`config.mk`:
```
export PLATFORM = sky130hd
export DESIGN_NAME = dhcp_tx
export DESIGN_NICKNAME = d
export VERILOG_FILES = /design/src/rtl/dhcp_tx.sv
export SDC_FILE = /design/constraint.sdc
export NUM_CORES = 1
export LEC_CHECK = 0
export CAP_MARGIN = 25
export CORE_ASPECT_RATIO = 2
export CORE_MARGIN = 3
export CORE_UTILIZATION = 49
export CTS_CLUSTER_DIAMETER = 30
export DETAILED_ROUTE_END_ITERATION = 12
export GPL_ROUTABILITY_DRIVEN = 0
export PLACE_DENSITY_LB_ADDON = 0.3
export SETUP_SLACK_MARGIN = 0.2
export SLEW_MARGIN = 10
export SYNTH_ARGS = -nofsm -noshare
export SYNTH_HDL_FRONTEND = slang
export SYNTH_SLANG_ARGS = --single-unit
```
`constraint.sdc`:
```
create_clock -name clock -period 3 [get_ports clock]
set_input_delay 0.6 -clock clock [delete_from_list [all_inputs] [get_ports clock]]
set_output_delay 0.6 -clock clock [all_outputs]
set_load 0.005 [all_outputs]
```
`src/rtl/dhcp_tx.sv`:
```
// dhcp_tx: builds the DHCP client DISCOVER/REQUEST payload as a 16-bit word stream (byte0 in [7:0]).
// Define DHCP_FULL_BOOTP_EN to emit the full BOOTP layout (sname/file padding and magic cookie).
module dhcp_tx #(
  parameter logic [7:0] HTYPE     = 8'h01,
  parameter logic [7:0] HLEN      = 8'h06,
  parameter logic       BCAST_FLG = 1'b1
) (
  input  logic        clock,
  input  logic        reset,
  input  logic        start_discover,
  input  logic        start_request,
  input  logic [31:0] xid,
  input  logic [47:0] mac,
  input  logic [31:0] reqip,
  input  logic [31:0] serverid,
  input  logic        ready,
  output logic        validout,
  output logic        sof,
  output logic        eof,
  output logic [15:0] dataout,
  output logic [15:0] payload_len,
  output logic        busy,
  output logic        done
);

`ifdef DHCP_FULL_BOOTP_EN
  localparam logic [15:0] LEN_DISC = 16'd244;
  localparam logic [15:0] LEN_REQ  = 16'd256;
`else
  localparam logic [15:0] LEN_DISC = 16'd48;
  localparam logic [15:0] LEN_REQ  = 16'd60;
`endif

  typedef enum logic [2:0] {
    IDLE,
    HDR,
`ifdef DHCP_FULL_BOOTP_EN
    PAD,
    COOKIE,
`endif
    OPT,
    FIN
  } state_t;

  state_t      state_reg, state_next;
  logic [6:0]  cnt_reg, cnt_next;
  logic        load;
  logic        req_reg;
  logic [31:0] xid_reg, reqip_reg, serverid_reg;
  logic [47:0] mac_reg;
  logic [15:0] hdr_word, opt_word, len_word;
  logic [6:0]  opt_last;

  assign len_word = req_reg ? LEN_REQ : LEN_DISC;
  assign opt_last = req_reg ? 7'd7 : 7'd1;

  always_ff @(posedge clock) begin
    if (!reset) begin
      state_reg    <= IDLE;
      cnt_reg      <= 7'd0;
      req_reg      <= 1'b0;
      xid_reg      <= 32'h0;
      mac_reg      <= 48'h0;
      reqip_reg    <= 32'h0;
      serverid_reg <= 32'h0;
    end else begin
      state_reg <= state_next;
      cnt_reg   <= cnt_next;
      if (load) begin
        // DISCOVER takes priority when both starts arrive together
        req_reg      <= !start_discover;
        xid_reg      <= xid;
        mac_reg      <= mac;
        reqip_reg    <= reqip;
        serverid_reg <= serverid;
      end
    end
  end

  always_comb begin
    hdr_word = 16'h0000;
    case (cnt_reg)
      7'd0:  hdr_word = {HTYPE, 8'h01};
      7'd1:  hdr_word = {8'h00, HLEN};
      7'd2:  hdr_word = xid_reg[15:0];
      7'd3:  hdr_word = xid_reg[31:16];
      7'd5:  hdr_word = BCAST_FLG ? 16'h0080 : 16'h0000;
      7'd14: hdr_word = mac_reg[15:0];
      7'd15: hdr_word = mac_reg[31:16];
      7'd16: hdr_word = mac_reg[47:32];
      default: hdr_word = 16'h0000;
    endcase
  end

  // Option bytes: 35 01 t | 32 04 reqip | 36 04 serverid | FF, packed two per word
  always_comb begin
    opt_word = 16'h0000;
    if (req_reg) begin
      case (cnt_reg[2:0])
        3'd0: opt_word = 16'h0135;
        3'd1: opt_word = 16'h3203;
        3'd2: opt_word = {reqip_reg[7:0], 8'h04};
        3'd3: opt_word = {reqip_reg[23:16], reqip_reg[15:8]};
        3'd4: opt_word = {8'h36, reqip_reg[31:24]};
        3'd5: opt_word = {serverid_reg[7:0], 8'h04};
        3'd6: opt_word = {serverid_reg[23:16], serverid_reg[15:8]};
        default: opt_word = {8'hFF, serverid_reg[31:24]};
      endcase
    end else begin
      opt_word = cnt_reg[0] ? 16'hFF01 : 16'h0135;
    end
  end

  always_comb begin
    state_next  = state_reg;
    cnt_next    = cnt_reg;
    load        = 1'b0;
    validout    = 1'b0;
    sof         = 1'b0;
    eof         = 1'b0;
    dataout     = 16'h0000;
    payload_len = 16'h0000;
    busy        = 1'b0;
    done        = 1'b0;
    case (state_reg)
      IDLE, FIN: begin
        if (state_reg == FIN) begin
          done        = 1'b1;
          payload_len = len_word;
          state_next  = IDLE;
        end
        if (start_discover || start_request) begin
          load       = 1'b1;
          state_next = HDR;
          cnt_next   = 7'd0;
        end
      end
      HDR: begin
        validout    = 1'b1;
        busy        = 1'b1;
        payload_len = len_word;
        dataout     = hdr_word;
        sof         = (cnt_reg == 7'd0);
        if (ready) begin
          if (cnt_reg == 7'd21) begin
            cnt_next   = 7'd0;
`ifdef DHCP_FULL_BOOTP_EN
            state_next = PAD;
`else
            state_next = OPT;
`endif
          end else begin
            cnt_next = cnt_reg + 7'd1;
          end
        end
      end
`ifdef DHCP_FULL_BOOTP_EN
      PAD: begin
        validout    = 1'b1;
        busy        = 1'b1;
        payload_len = len_word;
        if (ready) begin
          if (cnt_reg == 7'd95) begin
            cnt_next   = 7'd0;
            state_next = COOKIE;
          end else begin
            cnt_next = cnt_reg + 7'd1;
          end
        end
      end
      COOKIE: begin
        validout    = 1'b1;
        busy        = 1'b1;
        payload_len = len_word;
        dataout     = cnt_reg[0] ? 16'h6353 : 16'h8263;
        if (ready) begin
          if (cnt_reg == 7'd1) begin
            cnt_next   = 7'd0;
            state_next = OPT;
          end else begin
            cnt_next = cnt_reg + 7'd1;
          end
        end
      end
`endif
      OPT: begin
        validout    = 1'b1;
        busy        = 1'b1;
        payload_len = len_word;
        dataout     = opt_word;
        eof         = (cnt_reg == opt_last);
        if (ready) begin
          if (cnt_reg == opt_last) begin
            cnt_next   = 7'd0;
            state_next = FIN;
          end else begin
            cnt_next = cnt_reg + 7'd1;
          end
        end
      end
      default: state_next = IDLE;
    endcase
  end

endmodule
```
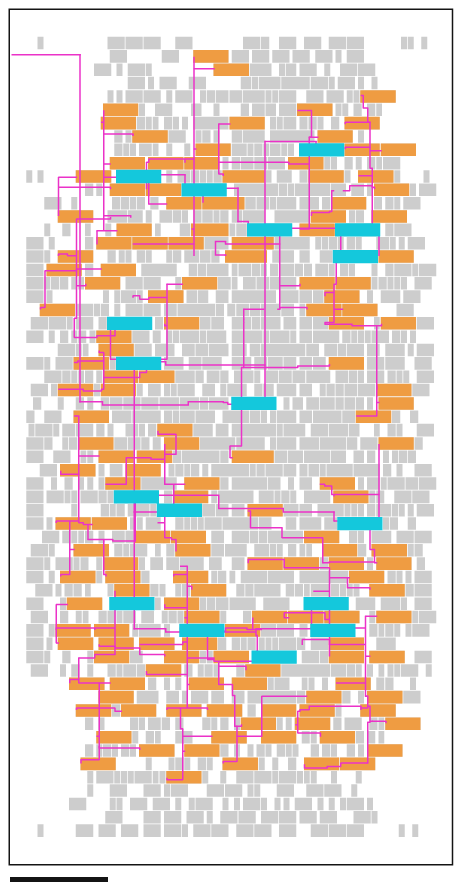
(run_1/clock_wires.png)
The bar under the picture is 20 µm long.
Magenta shows clock wires, length 1770 µm. Cyan shows clock-net drivers, count 17. Orange shows flip-flops, count 154.
There are 18 routed clock nets.
power dissipated in the clock network: 2.07 mW
final worst clock skew: 0.00740 ns
clock group share of total power: 0.257

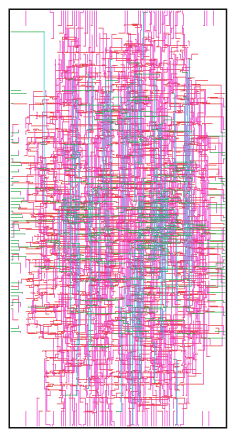
(run_1/layers.png)
Cyan shows M4, wire length 2390 µm. Green shows M3, wire length 1840 µm. Red shows M1, wire length 8640 µm. Magenta shows M2, wire length 13300 µm.
average wire per cell in the routed design: 20.0 µm
wirelength, routed: 26.2 mm

==> out/summary.log, run 1 <==
INFO  die            die_w=90.0µm
INFO  critical_path  worst-endpoint-required=2.40ns
INFO  critical_path  cp-endpoint=dataout[4]
INFO  clock_tree     tritoncts_num_sinks=154
INFO  cells_and_area instances_no_fill=1311
INFO  sta            fin_ws=-0.155ns
INFO  critical_path  crit_path_start_kind=flop
INFO  critical_path  critical_path.reg2reg.startpoint=state_reg[0]
INFO  min_path       timing.hold.worst_endpoint=reqip_reg[4]
INFO  route          firstDrtPassIters=7
INFO  power_and_ir_drop p_total=8.05mW
INFO  clock_tree     bufs_on_longest_clock_path=2
INFO  outcome        violated_checks=negative setup slack
INFO  cells_and_area sh_comb_area=0.371
INFO  critical_path  worstPathCellList=inv_4 > buf_6 > ha_4 > buf_6 > buf_6 > a222oi_1 > a21oi_1 > nor2_1 > o2bb2ai_2 > buf_2
INFO  placed_design  detailedPlace.worstSlack=-0.0865ns
INFO  grt            met1_usage=0.310
INFO  job            maxCapViolCount=0
INFO  job            warnings=36
INFO  cells_and_area design.seq.count=154
INFO  cells_and_area area_dominant_class=combinational gates
INFO  critical_path  cp_num_buf_inv=5
INFO  sta            max_freq=317MHz
INFO  grt            globalRouteMet3Util=0.0611
INFO  cells_and_area fillers=958
INFO  sta            measured_slew_at_the_worst_slew_check_pin=0.787ns
INFO  sta            timing.final.crit_share=1.05
INFO  die            boundaryPins=186
INFO  clock_tree     clk_pin_slew_worst_paths=0.07ns
INFO  clock_tree     tritoncts.num_buffers=17
INFO  placed_design  numPortBuffers=173
INFO  sta            final-setup-viol-count=5
INFO  grt            groute.layer.met2.usage=0.552
INFO  grt            track_usage=0.306
INFO  cells_and_area bufAreaShareNonClock=0.245
INFO  clock_tree     clock-root-buffer=sky130_fd_sc_hd__clkbuf_16
INFO  critical_path  arrival=2.55ns
INFO  power_and_ir_drop leakage_power=4.13nW
INFO  critical_path  sort_of_element_at_the_end_of_the_critical_path=output pin
INFO  placed_design  numPlacedInstances=1245
INFO  grt            top_usage_layer=met2
INFO  die            fp-utilization=0.506
INFO  cells_and_area clock_area_frac=0.0552
INFO  cells_and_area largest_register_ffs=48
INFO  min_path       worst_hold_path.num_cells=2
INFO  cells_and_area post_route_cells_drive_above_1_share=0.188
INFO  cells_and_area area_growth=48.4%
INFO  sta            finalHoldViolations=0
INFO  cells_and_area num-nonclk-inverters=10
INFO  synthesis      synth.yosys.chip_area=6920µm²
INFO  cells_and_area n_clock_buffer=18
INFO  route          via_count=7801
INFO  outcome        run_status=finished with violations
INFO  critical_path  crit_path_top_delay_cell=sky130_fd_sc_hd__a222oi_1
INFO  critical_path  criticalPathCategory=reg2out
INFO  clock_tree     htree_num_levels=4
INFO  critical_path  capture_instance_of_the_worst_register_to_register_path=cnt_reg[2]
INFO  critical_path  reg2reg_depth=7
INFO  critical_path  crit_path_max_incr_delay=0.55ns
INFO  synthesis      post_synth_inst_count=908
INFO  cells_and_area n_multi_input_combinational_cell=671
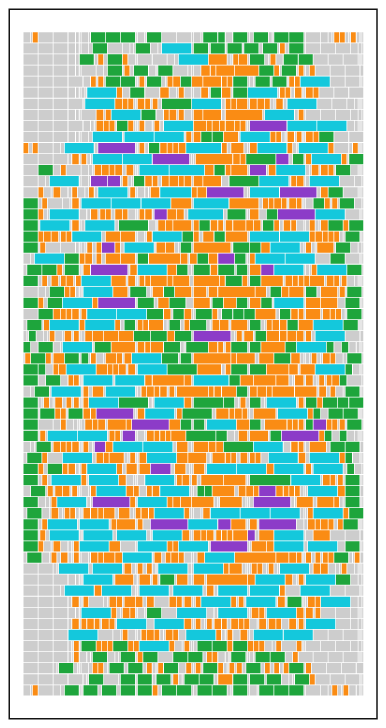
(run_1/class_map.png)
Fill, decap, tap and diode cells in gray.
Orange shows remaining logic cells, cells 681, share of their area 38%. Purple shows clock drivers and dummy loads, cells 32, share of their area 5.7%. Cyan shows registers, cells 154, share of their area 31%. Green shows remaining buffers and delay cells, cells 258, share of their area 25%.
final standard cell area without fillers: 10300 µm²
Seq/total area: 0.302
final standard cell utilization of the core: 0.751
Std-Cell Rows: 60
placeable core area: 13700 µm²

[run 1: cell families (layout without fill, tap and decap cells)]
family,after synthesis,in the layout,share of synthesized area
muxes,7,7,0.0114
buffers and inverters,95,300,0.0635
adders and majority gates,9,9,0.0163
other,1,12,0.000542
AOI/OAI and AO/OA,251,251,0.228
DFF,154,154,0.446
and+or+nand+nor,391,392,0.234
[run 1: cell usage after synthesis, drive strengths merged]
cell | n | share of area
nand4 | 2 | 0.0018
nand3b | 1 | 0.0011
inv | 10 | 0.0054
o31ai | 2 | 0.0029
a222oi | 19 | 0.028
or2 | 2 | 0.0018
a21oi | 157 | 0.12
a21o | 4 | 0.0043
o22ai | 1 | 0.00091
a221oi | 6 | 0.0076
a32oi | 2 | 0.0025
nor2 | 20 | 0.012
a31oi | 2 | 0.0018
nand3 | 17 | 0.012
and2 | 4 | 0.0036
o211a | 1 | 0.0014
or4 | 3 | 0.0038
a32o | 3 | 0.0043
nand2b | 2 | 0.0018
nor2b | 5 | 0.0045
nor3 | 2 | 0.0014
or3 | 1 | 0.00091
clkbuf | 51 | 0.028
nand2 | 317 | 0.17
a22o | 2 | 0.0025
and3 | 7 | 0.0063
o2bb2ai | 11 | 0.014
ha | 9 | 0.016
dfxtp | 154 | 0.45
nor4 | 7 | 0.0090
a2111oi | 1 | 0.0022
or4b | 1 | 0.0020
a22oi | 22 | 0.024
a221o | 2 | 0.0029
mux2 | 7 | 0.011
o21ai | 10 | 0.0072
o211ai | 2 | 0.0022
buf | 34 | 0.030
conb | 1 | 0.00054
a211oi | 3 | 0.0033
a311oi | 1 | 0.0013
[run 1: metrics by stage]
| stage | setup TNS (ns) | hold WS, ns | cell area [µm²] | utilization |
|---|---|---|---|---|
| 3_5_place_dp | -0.680 | 0.447 | 9040 | 0.662 |
| 2_1_floorplan | 0 | 0.433 | 6960 | - |
| 4_1_cts | 0 | 0.457 | 10100 | 0.739 |
| 5_1_grt | -0.550 | 0.478 | 10300 | 0.751 |
| 3_3_place_gp | -0.0406 | 0.439 | 9040 | 0.662 |
| 6_report | -0.389 | 0.455 | 10300 | 0.751 |
[run 1: report_power, final]
group	total (mW)	internal (mW)	leakage [nW]	switching [mW]
combinational	3.10	1.28	2.57	1.81
sequential	2.88	2.52	1.27	0.362
clock	2.07	1.12	0.280	0.954
[run 1: routing by layer]
metal | vias to the layer above | share of wire
met3 | 183 | 0.070
met2 | 540 | 0.51
met1 | 3548 | 0.33
met5 | - | 0
li1 | 3530 | -
met4 | 0 | 0.091
[run 1: worst register-to-register path, cell delays in order (launching register included)]
cell and delay (ns):
sky130_fd_sc_hd__dfxtp_1 0.39, sky130_fd_sc_hd__inv_1 0.08, sky130_fd_sc_hd__ha_1 0.30, sky130_fd_sc_hd__buf_4 0.17
sky130_fd_sc_hd__nand2_1 0.25, sky130_fd_sc_hd__o22ai_1 0.60, sky130_fd_sc_hd__nand3b_1 0.14, sky130_fd_sc_hd__a21oi_1 0.25
[run 1: timing repair]
| action | CTS | global route |
|---|---|---|
| setup buffers | 24 | 7 |
| setup endpoints to repair | 18 | 17 |
| cloned | 3 | 0 |
| pin swaps | 37 | 22 |
| hold buffers | 0 | 0 |
| gates resized | 142 | 34 |
--- run 2 (diff from run 1) ---
- CORE_MARGIN: 3 -> not set
- SKIP_CTS_REPAIR_TIMING: not set -> 1
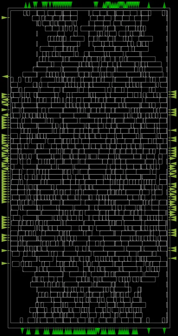
(run_2/placed.png)
number of tapcells: 189
final standard cell utilization of the core: 0.721
placeable core area: 13800 µm²
Std-Cell Rows: 61

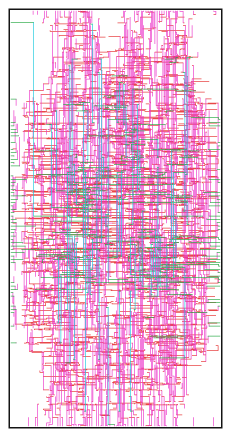
(run_2/layers.png)
Magenta shows M2, wire length 12700 µm. Red shows M1, wire length 8200 µm. Cyan shows M4, wire length 1970 µm. Green shows M3, wire length 1630 µm.
gr usage total: 0.305
average wire per cell in the routed design: 19.0 µm

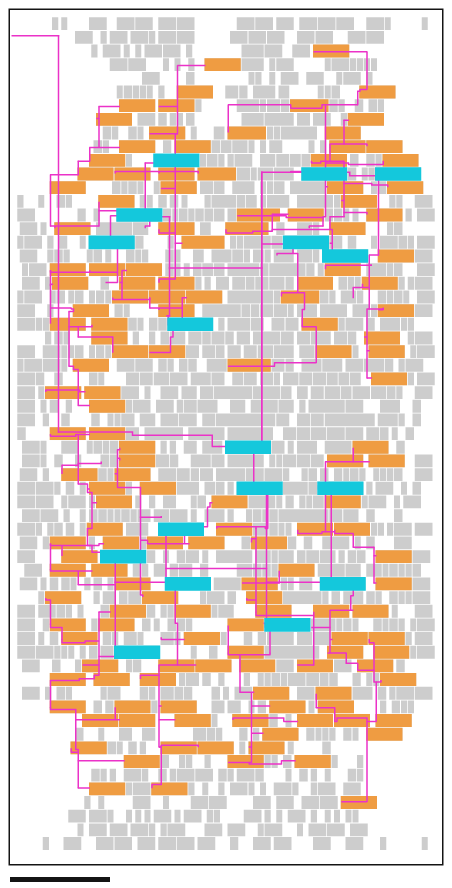
(run_2/clock_wires.png)
The bar under the picture is 20 µm long.
Orange shows flip-flops, count 154. Cyan shows clock-net drivers, count 17. Magenta shows clock wires, length 1750 µm.
Position of the flops: widely spread. There are 18 routed clock nets.
clock group share of total power: 0.270
final worst clock skew: 0.00994 ns
power dissipated in the clock network: 2.09 mW
clock network latency to the later pin of the worst-skew pair: 0.43 ns

==> out/summary.log, run 2 <==
INFO  outcome        run_status=finished with violations
INFO  critical_path  cp_num_buf_inv=4 [-1]
INFO  sta            rsz_0062_raised_after_global_routing=true
INFO  placed_design  detailedPlacementHpwl=16.4mm
INFO  sta            finalHoldViolations=0 [unchanged]
INFO  critical_path  arrival=2.44ns [-0.11 ns]
INFO  sta            fin_ws=-0.0389ns [+0.116 ns]
INFO  sta            finalSetupTns=-0.109ns [+0.280 ns]
INFO  clock_tree     bufs_on_longest_clock_path=2 [unchanged]
INFO  clock_tree     clock-root-buffer=sky130_fd_sc_hd__clkbuf_16
INFO  critical_path  worstPathCellList=ha_4 > nand3_4 > nor4_4 > buf_4 > buf_6 > buf_6 > a222oi_1 > nand2_1 > o2bb2ai_2 > clkbuf_2
INFO  sta            final_critical_delay_including_setup_and_external_delays=3.04ns
INFO  cells_and_area instances_no_fill=1293 [-1.4%]
INFO  cells_and_area finalNetCount=1249
INFO  job            maxCapViolCount=0 [unchanged]
INFO  synthesis      top_cell_area_share=0.446 [unchanged]
INFO  synthesis      synth.yosys.chip_area=6920µm² [unchanged]
INFO  route          first_iter_violations=841
INFO  grt            grt_first_pass_wirelength=33.7mm
INFO  route          antenna_violating_nets_post_route=0
INFO  synthesis      post_synth_inst_count=908 [unchanged]
INFO  route          via_count=7478 [-4.1%]
INFO  critical_path  criticalPathCategory=reg2out
INFO  synthesis      synthesis.area_per_instance=7.62µm²
INFO  clock_tree     clk_pin_slew_worst_paths=0.07ns [about the same]
INFO  power_and_ir_drop netSwitchingFraction=0.383 [-0.00647]
INFO  route          routed_via_density=5.78
INFO  cells_and_area post_route_cells_drive_above_1_share=0.162 [-0.0254]
INFO  synthesis      synth.distinct_cells=51
INFO  cells_and_area lay_top_count=sky130_fd_sc_hd__nand2_1
INFO  placed_design  numPlacedInstances=1238 [-0.56%]
INFO  cells_and_area final_layout_top_logic_cells=317 x sky130_fd_sc_hd__nand2_1, 156 x sky130_fd_sc_hd__clkdlybuf4s50_1, 153 x sky130_fd_sc_hd__a21oi_1
INFO  grt            grt_overflow_total=0
INFO  sta            finalHoldWorstSlack=0.457ns [+0.00188 ns]
INFO  grt            first_global_vias=6688
INFO  sta            relSlewSlack=0.545
INFO  clock_tree     tritoncts.num_buffers=17 [unchanged]
INFO  clock_tree     tritoncts_num_sinks=154 [unchanged]
INFO  cells_and_area finalInstanceArea=9960µm² [-2.9%]
INFO  cells_and_area area_growth=44.0%
INFO  job            warnings=35 [-2.8%]
INFO  synthesis      synthDominantAreaCellType=sky130_fd_sc_hd__dfxtp_1
INFO  critical_path  critical_path.reg2reg.startpoint=state_reg[1]
INFO  die            fp-utilization=0.501 [-0.00555]
INFO  sta            final-setup-viol-count=4 [-1]
INFO  sta            timing.final.crit_share=1.01 [-0.0387]
INFO  clock_tree     htree_num_levels=4 [unchanged]
INFO  cells_and_area largest_register_ffs=48 [unchanged]
INFO  synthesis      topCellsByArea=sky130_fd_sc_hd__dfxtp_1 45%, sky130_fd_sc_hd__nand2_1 17%, sky130_fd_sc_hd__a21oi_1 11%
INFO  synthesis      ys_ff=154
INFO  power_and_ir_drop p_int=4.80mW [-2.5%]
INFO  sta            measured_slew_at_the_worst_slew_check_pin=0.683ns [-0.104 ns]
INFO  synthesis      yosysWarningCount=0
INFO  critical_path  sort_of_element_at_the_end_of_the_critical_path=output pin
INFO  synthesis      top_cells_by_count=317 x sky130_fd_sc_hd__nand2_1, 156 x sky130_fd_sc_hd__a21oi_1, 154 x sky130_fd_sc_hd__dfxtp_1
INFO  outcome        violated_checks=negative setup slack
INFO  synthesis      synth_dominant_cell_count=sky130_fd_sc_hd__nand2_1
INFO  critical_path  cp_common_cell=sky130_fd_sc_hd__buf_6
INFO  sta            max_freq=329MHz [+3.8%]
INFO  synthesis      postSynth.asyncResetShare=0 [unchanged]
INFO  placed_design  detailedPlace.worstSlack=0.000701ns [+0.0872 ns]
INFO  synthesis      synth-edff-count=0 [unchanged]
INFO  die            height_of_the_die=170µm
INFO  synthesis      yosys-stat-cells=908
INFO  critical_path  crit_path_top_delay_cell=sky130_fd_sc_hd__nor4_4
INFO  route          post-route-drc-count=0
INFO  power_and_ir_drop leakage_power=3.96nW [-4.0%]
INFO  power_and_ir_drop power.sequential.fraction=0.372 [+0.014]
INFO  critical_path  cp_max_fo=7
INFO  critical_path  worst_path_dominant_cell_family=simple AND/OR/NAND/NOR gates
INFO  route          finalWirelength=24.5mm [-6.4%]
INFO  sta            timing.final.max_slew_violations=0
INFO  critical_path  crit_path_start_kind=flop
INFO  min_path       timing.hold.worst.class=reg2reg
INFO  die            die_w=86.0µm [-4.4%]
INFO  clock_tree     tritoncts=built
INFO  critical_path  crit_path_max_incr_delay=0.43ns [-0.12 ns]
INFO  placed_design  dpl_cell_area=8960µm² [-0.93%]
INFO  power_and_ir_drop power.density=780nW/µm²
INFO  power_and_ir_drop combinationalPowerShare=0.359 [-0.026]
INFO  grt            antenna_found_initial=0
INFO  die            boundaryPins=186 [unchanged]
INFO  power_and_ir_drop worst_ir_drop_vdd=0.536mV
INFO  synthesis      sequential_fraction_of_the_synthesis_area=0.446
INFO  placed_design  numPortBuffers=173 [unchanged]
INFO  die            floorplan.die_area=14600µm²
INFO  route          firstDrtPassIters=9 [+2]
INFO  power_and_ir_drop p_total=7.77mW [-3.5%]
INFO  synthesis      ys_dominant_reg_cell=sky130_fd_sc_hd__dfxtp_1
INFO  critical_path  startpoint=cnt_reg[1]
INFO  cells_and_area antenna_cells_inserted=0
INFO  synthesis      synthesized_area=6920µm²
INFO  grt            maximum_number_of_pins_on_one_net_before_global_route_repair=105
INFO  critical_path  worst-endpoint-required=2.40ns [about the same]
INFO  min_path       min-delay-start=xid_reg[15]
INFO  power_and_ir_drop p_switching=2.97mW [-5.1%]
[run 2: final cells by class]
| class | instances | area (µm²) |
|---|---|---|
| clock buffers | 18 | 439 |
| flip-flops and latches | 154 | 3100 |
| repair buffers | 238 | 2290 |
| clock inverters | 14 | 133 |
| multi-input cells | 670 | 3710 |
| fillers | 1021 | 3850 |
| inverters | 10 | 45.0 |
| well taps | 189 | 236 |
[run 2: path summary, 6_finish.rpt]
kind            endpoint  slack [ns]  cells past startpoint
min reg2reg  xid_reg[15]        0.46                      2
max           dataout[6]       -0.04                     10
min          xid_reg[15]        0.46                      2
max reg2reg   cnt_reg[2]        0.77                      7
[run 2: routing by layer]
metal,vias to the layer above,global-route usage,wire [µm]
met4,0,0.217,1970
met2,470,0.548,12700
met3,136,0.0490,1630
met1,3397,0.315,8200
li1,3475,-,-
met5,-,0,0
[run 2: cells by family after synthesis]
logic type / share of synthesized area
flops: 0.446
simple gates: 0.234
buf+inv: 0.0635
fa+ha+maj: 0.0163
other cells: 0.000542
mux: 0.0114
compound gates: 0.228
[run 2: tightest hold or removal path: cells and delay by family (launching register included)]
kind               cells  cell delay, ns
AOI/OAI and AO/OA      1            0.05
DFF                    1            0.31
and+or+nand+nor        1            0.05
[run 2: power by group through the flow]
| stage | logic, mW | registers (mW) | clock network [mW] |
|---|---|---|---|
| after floorplan | 1.69 | 2.73 | 0 |
| after global placement | 2.55 | 2.88 | 0 |
| after detailed placement | 2.61 | 2.89 | 0 |
| after CTS | 2.62 | 2.85 | 2.09 |
| after global routing | 3.05 | 2.91 | 2.18 |
| final | 2.78 | 2.89 | 2.09 |
--- run 3 (diff from run 2) ---
- CORE_UTILIZATION: 49 -> 50
- CTS_BUF_LIST: not set -> sky130_fd_sc_hd__clkbuf_4
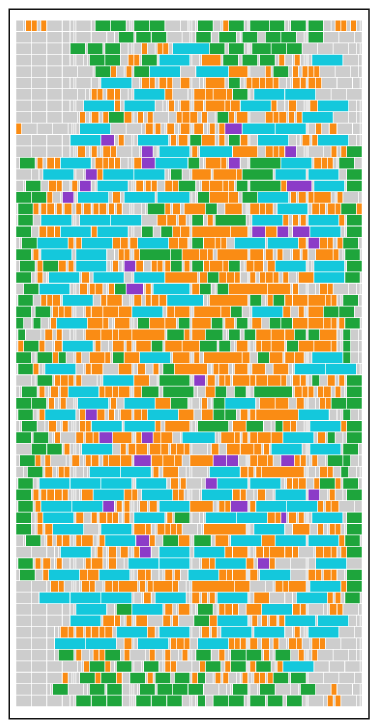
(run_3/class_map.png)
Fill, decap, tap and diode cells in gray.
Cyan shows registers, cells 154, share of their area 33%. Green shows remaining buffers and delay cells, cells 235, share of their area 24%. Purple shows clock drivers and dummy loads, cells 32, share of their area 2.9%. Orange shows remaining logic cells, cells 681, share of their area 40%.
Seq/total area: 0.322
placeable core area: 13400 µm²

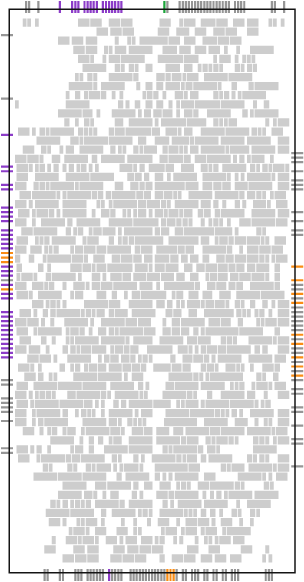
(run_3/pinout.png)
Pins as bars across the die edge, other pins in gray.
Purple shows `mac`, pins 48, direction input, edge 31 left, 16 top, 1 bottom. Green shows `ready`, pins 1, direction input, edge top. Orange shows `dataout`, pins 16, direction output, edge 9 right, 4 left, 3 bottom.
All pins by edge: 51 bottom, 47 left, 45 top, 43 right.
height of the die: 168 µm
die span in x: 85.2 µm
Port Buffers: 173

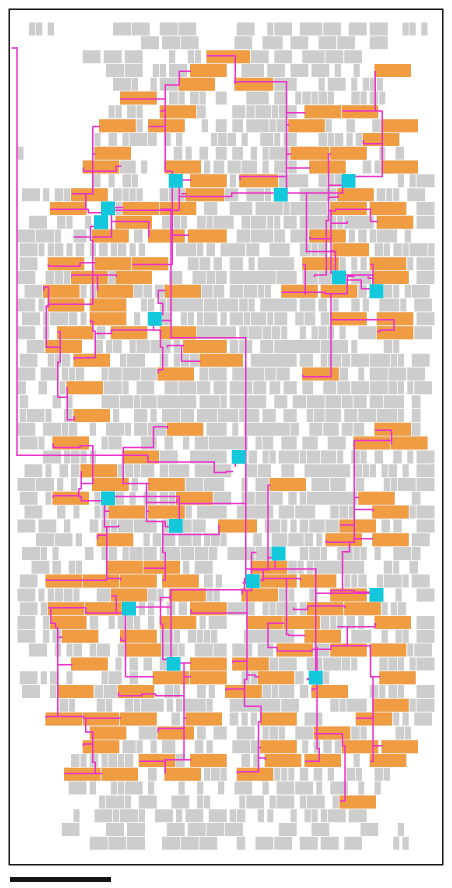
(run_3/clock_wires.png)
The bar under the picture is 20 µm long.
Magenta shows clock wires, length 1650 µm. Orange shows flip-flops, count 154. Cyan shows clock-net drivers, count 17.
There are 18 routed clock nets. Position of the flops: widely spread.
final worst clock skew: 0.0201 ns
clock network latency to the later pin of the worst-skew pair: 0.59 ns

==> out/summary.log, run 3 <==
INFO  outcome        run_status=finished with violations
INFO  outcome        violated_checks=negative setup slack
INFO  sta            max_freq=314MHz [-4.7%]
INFO  grt            first_global_vias=6978 [+4.3%]
INFO  sta            fin_ws=-0.189ns [-0.151 ns]
INFO  placed_design  detailedPlace.worstSlack=-0.0139ns [-0.0146 ns]
INFO  route          firstDrtPassIters=8 [-1]
INFO  die            floorplan.die_area=14300µm² [-2.0%]
INFO  sta            timing.final.crit_share=1.06 [+0.0502]
INFO  min_path       timing.hold.worst.class=reg2reg
INFO  clock_tree     clock-root-buffer=sky130_fd_sc_hd__clkbuf_4
INFO  critical_path  sort_of_element_at_the_end_of_the_critical_path=output pin
INFO  grt            antenna_found_initial=1 [+1]
INFO  synthesis      ys_dominant_reg_cell=sky130_fd_sc_hd__dfxtp_1
INFO  die            boundaryPins=186 [unchanged]
INFO  cells_and_area largest_register_ffs=48 [unchanged]
INFO  min_path       min-delay-start=xid_reg[30]
INFO  synthesis      postSynth.asyncResetShare=0 [unchanged]
INFO  sta            measured_slew_at_the_worst_slew_check_pin=0.873ns [+0.190 ns]
INFO  synthesis      ys_ff=154 [unchanged]
INFO  critical_path  cp_max_fo=7 [unchanged]
INFO  synthesis      yosys-stat-cells=908 [unchanged]
INFO  synthesis      top_cell_area_share=0.446 [unchanged]
INFO  synthesis      synthesis.area_per_instance=7.62µm² [unchanged]
INFO  job            maxCapViolCount=0 [unchanged]
INFO  route          via_count=7359 [-1.6%]
INFO  min_path       timing.hold.worst_endpoint=xid_reg[30]
INFO  cells_and_area finalNetCount=1247 [-0.16%]
INFO  cells_and_area register_area=3100µm² [about the same]
INFO  route          post-route-drc-count=0 [unchanged]
INFO  synthesis      synthDominantAreaCellType=sky130_fd_sc_hd__dfxtp_1
INFO  critical_path  regToRegSetupSlack=0.81ns [+0.04 ns]
INFO  synthesis      synth.logic.top_family=simple AND/OR/NAND/NOR gates
INFO  synthesis      synthesized_area=6920µm² [unchanged]
INFO  synthesis      ys_sh_adder=0.0163 [unchanged]
INFO  grt            grt_first_pass_wirelength=34.1mm [+1.2%]
INFO  synthesis      topCellsByArea=sky130_fd_sc_hd__dfxtp_1 45%, sky130_fd_sc_hd__nand2_1 17%, sky130_fd_sc_hd__a21oi_1 11%
INFO  critical_path  critical_path.reg2reg.startpoint=state_reg[0]
INFO  synthesis      post_synth_inst_count=908 [unchanged]
INFO  placed_design  detailedPlacementHpwl=16.5mm [about the same]
INFO  cells_and_area final_layout_top_logic_cells=317 x sky130_fd_sc_hd__nand2_1, 154 x sky130_fd_sc_hd__clkdlybuf4s50_1, 153 x sky130_fd_sc_hd__a21oi_1
INFO  sta            final_critical_delay_including_setup_and_external_delays=3.19ns [+0.151 ns]
INFO  sta            finalHoldWorstSlack=0.468ns [+0.0108 ns]
INFO  sta            final-setup-viol-count=16 [+12]
INFO  grt            maximum_number_of_pins_on_one_net_before_global_route_repair=99 [-5.7%]
INFO  critical_path  arrival=2.59ns [+0.15 ns]
INFO  clock_tree     tritoncts=built
INFO  critical_path  criticalPathCategory=reg2out
INFO  power_and_ir_drop power.density=714nW/µm² [-8.5%]
INFO  clock_tree     clk_pin_slew_worst_paths=0.15ns [+0.08 ns]
INFO  power_and_ir_drop p_total=6.88mW [-11%]
INFO  sta            rsz_0062_raised_after_global_routing=true
INFO  grt            grt_overflow_total=0 [unchanged]
INFO  sta            relSlewSlack=0.414 [-0.130]
INFO  min_path       worst_hold_path.num_cells=2 [unchanged]
INFO  route          finalWirelength=23.5mm [-4.3%]
INFO  synthesis      top_cells_by_count=317 x sky130_fd_sc_hd__nand2_1, 156 x sky130_fd_sc_hd__a21oi_1, 154 x sky130_fd_sc_hd__dfxtp_1
INFO  clock_tree     bufs_on_longest_clock_path=2 [unchanged]
INFO  grt            track_usage=0.311 [+0.00574]
INFO  synthesis      ys_sh_mux=0.0114 [unchanged]
INFO  synthesis      synth.yosys.chip_area=6920µm² [unchanged]
INFO  route          antenna_violating_nets_post_route=0 [unchanged]
INFO  cells_and_area area_growth=39.4%
INFO  sta            timing.final.max_slew_violations=0 [unchanged]
INFO  critical_path  capture_instance_of_the_worst_register_to_register_path=cnt_reg[2]
INFO  synthesis      synth_dominant_cell_count=sky130_fd_sc_hd__nand2_1
INFO  critical_path  reg2reg_depth=7 [unchanged]
INFO  synthesis      synth.distinct_cells=51 [unchanged]
==> run 3: layout make-up <==
cell class	count	share of cell area
clock buffer	17	0.0132
multi-input combinational	671	0.389
antenna	1	0.000260
clock inverter	15	0.0151
tap	155	0.0201
sequential	154	0.322
inverter	10	0.00415
timing repair buffer	235	0.236
==> run 3: cells by family after synthesis <==
| group | after synthesis |
|---|---|
| buffers and inverters | 95 |
| AND/OR/NAND/NOR | 391 |
| adder cells (fa/ha/maj) | 9 |
| AND-OR/OR-AND | 251 |
| flip-flops | 154 |
| multiplexers | 7 |
| other | 1 |
==> run 3: routing by layer <==
metal,vias to the layer above,part of all wire,global-route usage
met5,-,0,0
met4,0,0.075,0.227
met3,119,0.065,0.0471
met2,416,0.53,0.569
met1,3354,0.33,0.312
li1,3470,-,-
==> run 3: critical path: stages (launching register included) <==
cell and delay, ns:
sky130_fd_sc_hd__dfxtp_4 0.40, sky130_fd_sc_hd__buf_6 0.13, sky130_fd_sc_hd__or4_4 0.57, sky130_fd_sc_hd__buf_4 0.17, sky130_fd_sc_hd__nor2_1 0.25, sky130_fd_sc_hd__a21oi_1 0.09, sky130_fd_sc_hd__nand3_1 0.14, sky130_fd_sc_hd__a22o_1 0.15
sky130_fd_sc_hd__buf_2 0.11
==> run 3: per-stage QoR <==
step                TNS (ns)  utilization  instances  cell area (µm²)
floorplan                  0            -        919             6960
global placement           0        0.665       1206             8930
detailed placement   -0.0360        0.665       1206             8930
CTS                   -10.54        0.685       1238             9210
global route           -3.18        0.717       1258             9640
finish                 -2.17        0.717       1258             9640
==> run 3: worst max path at each step <==
stage / start / to / slack [ns] / cells past startpoint
after floorplan: cnt_reg[0] / dataout[12] / 0.24 / 10
after global placement: cnt_reg[0] / dataout[0] / 0.04 / 9
after detailed placement: cnt_reg[0] / dataout[0] / -0.01 / 9
after CTS: cnt_reg[0] / dataout[10] / -0.67 / 8
after global routing: cnt_reg[5] / dataout[0] / -0.24 / 8
final: cnt_reg[5] / dataout[8] / -0.19 / 8
==> run 3: report_power, final <==
group | internal [mW] | switching, mW
Combinational | 1.10 | 1.67
Sequential | 2.52 | 0.355
Clock | 0.375 | 0.858
Total | 4.00 | 2.88
Power and IR drop assume default switching activity.
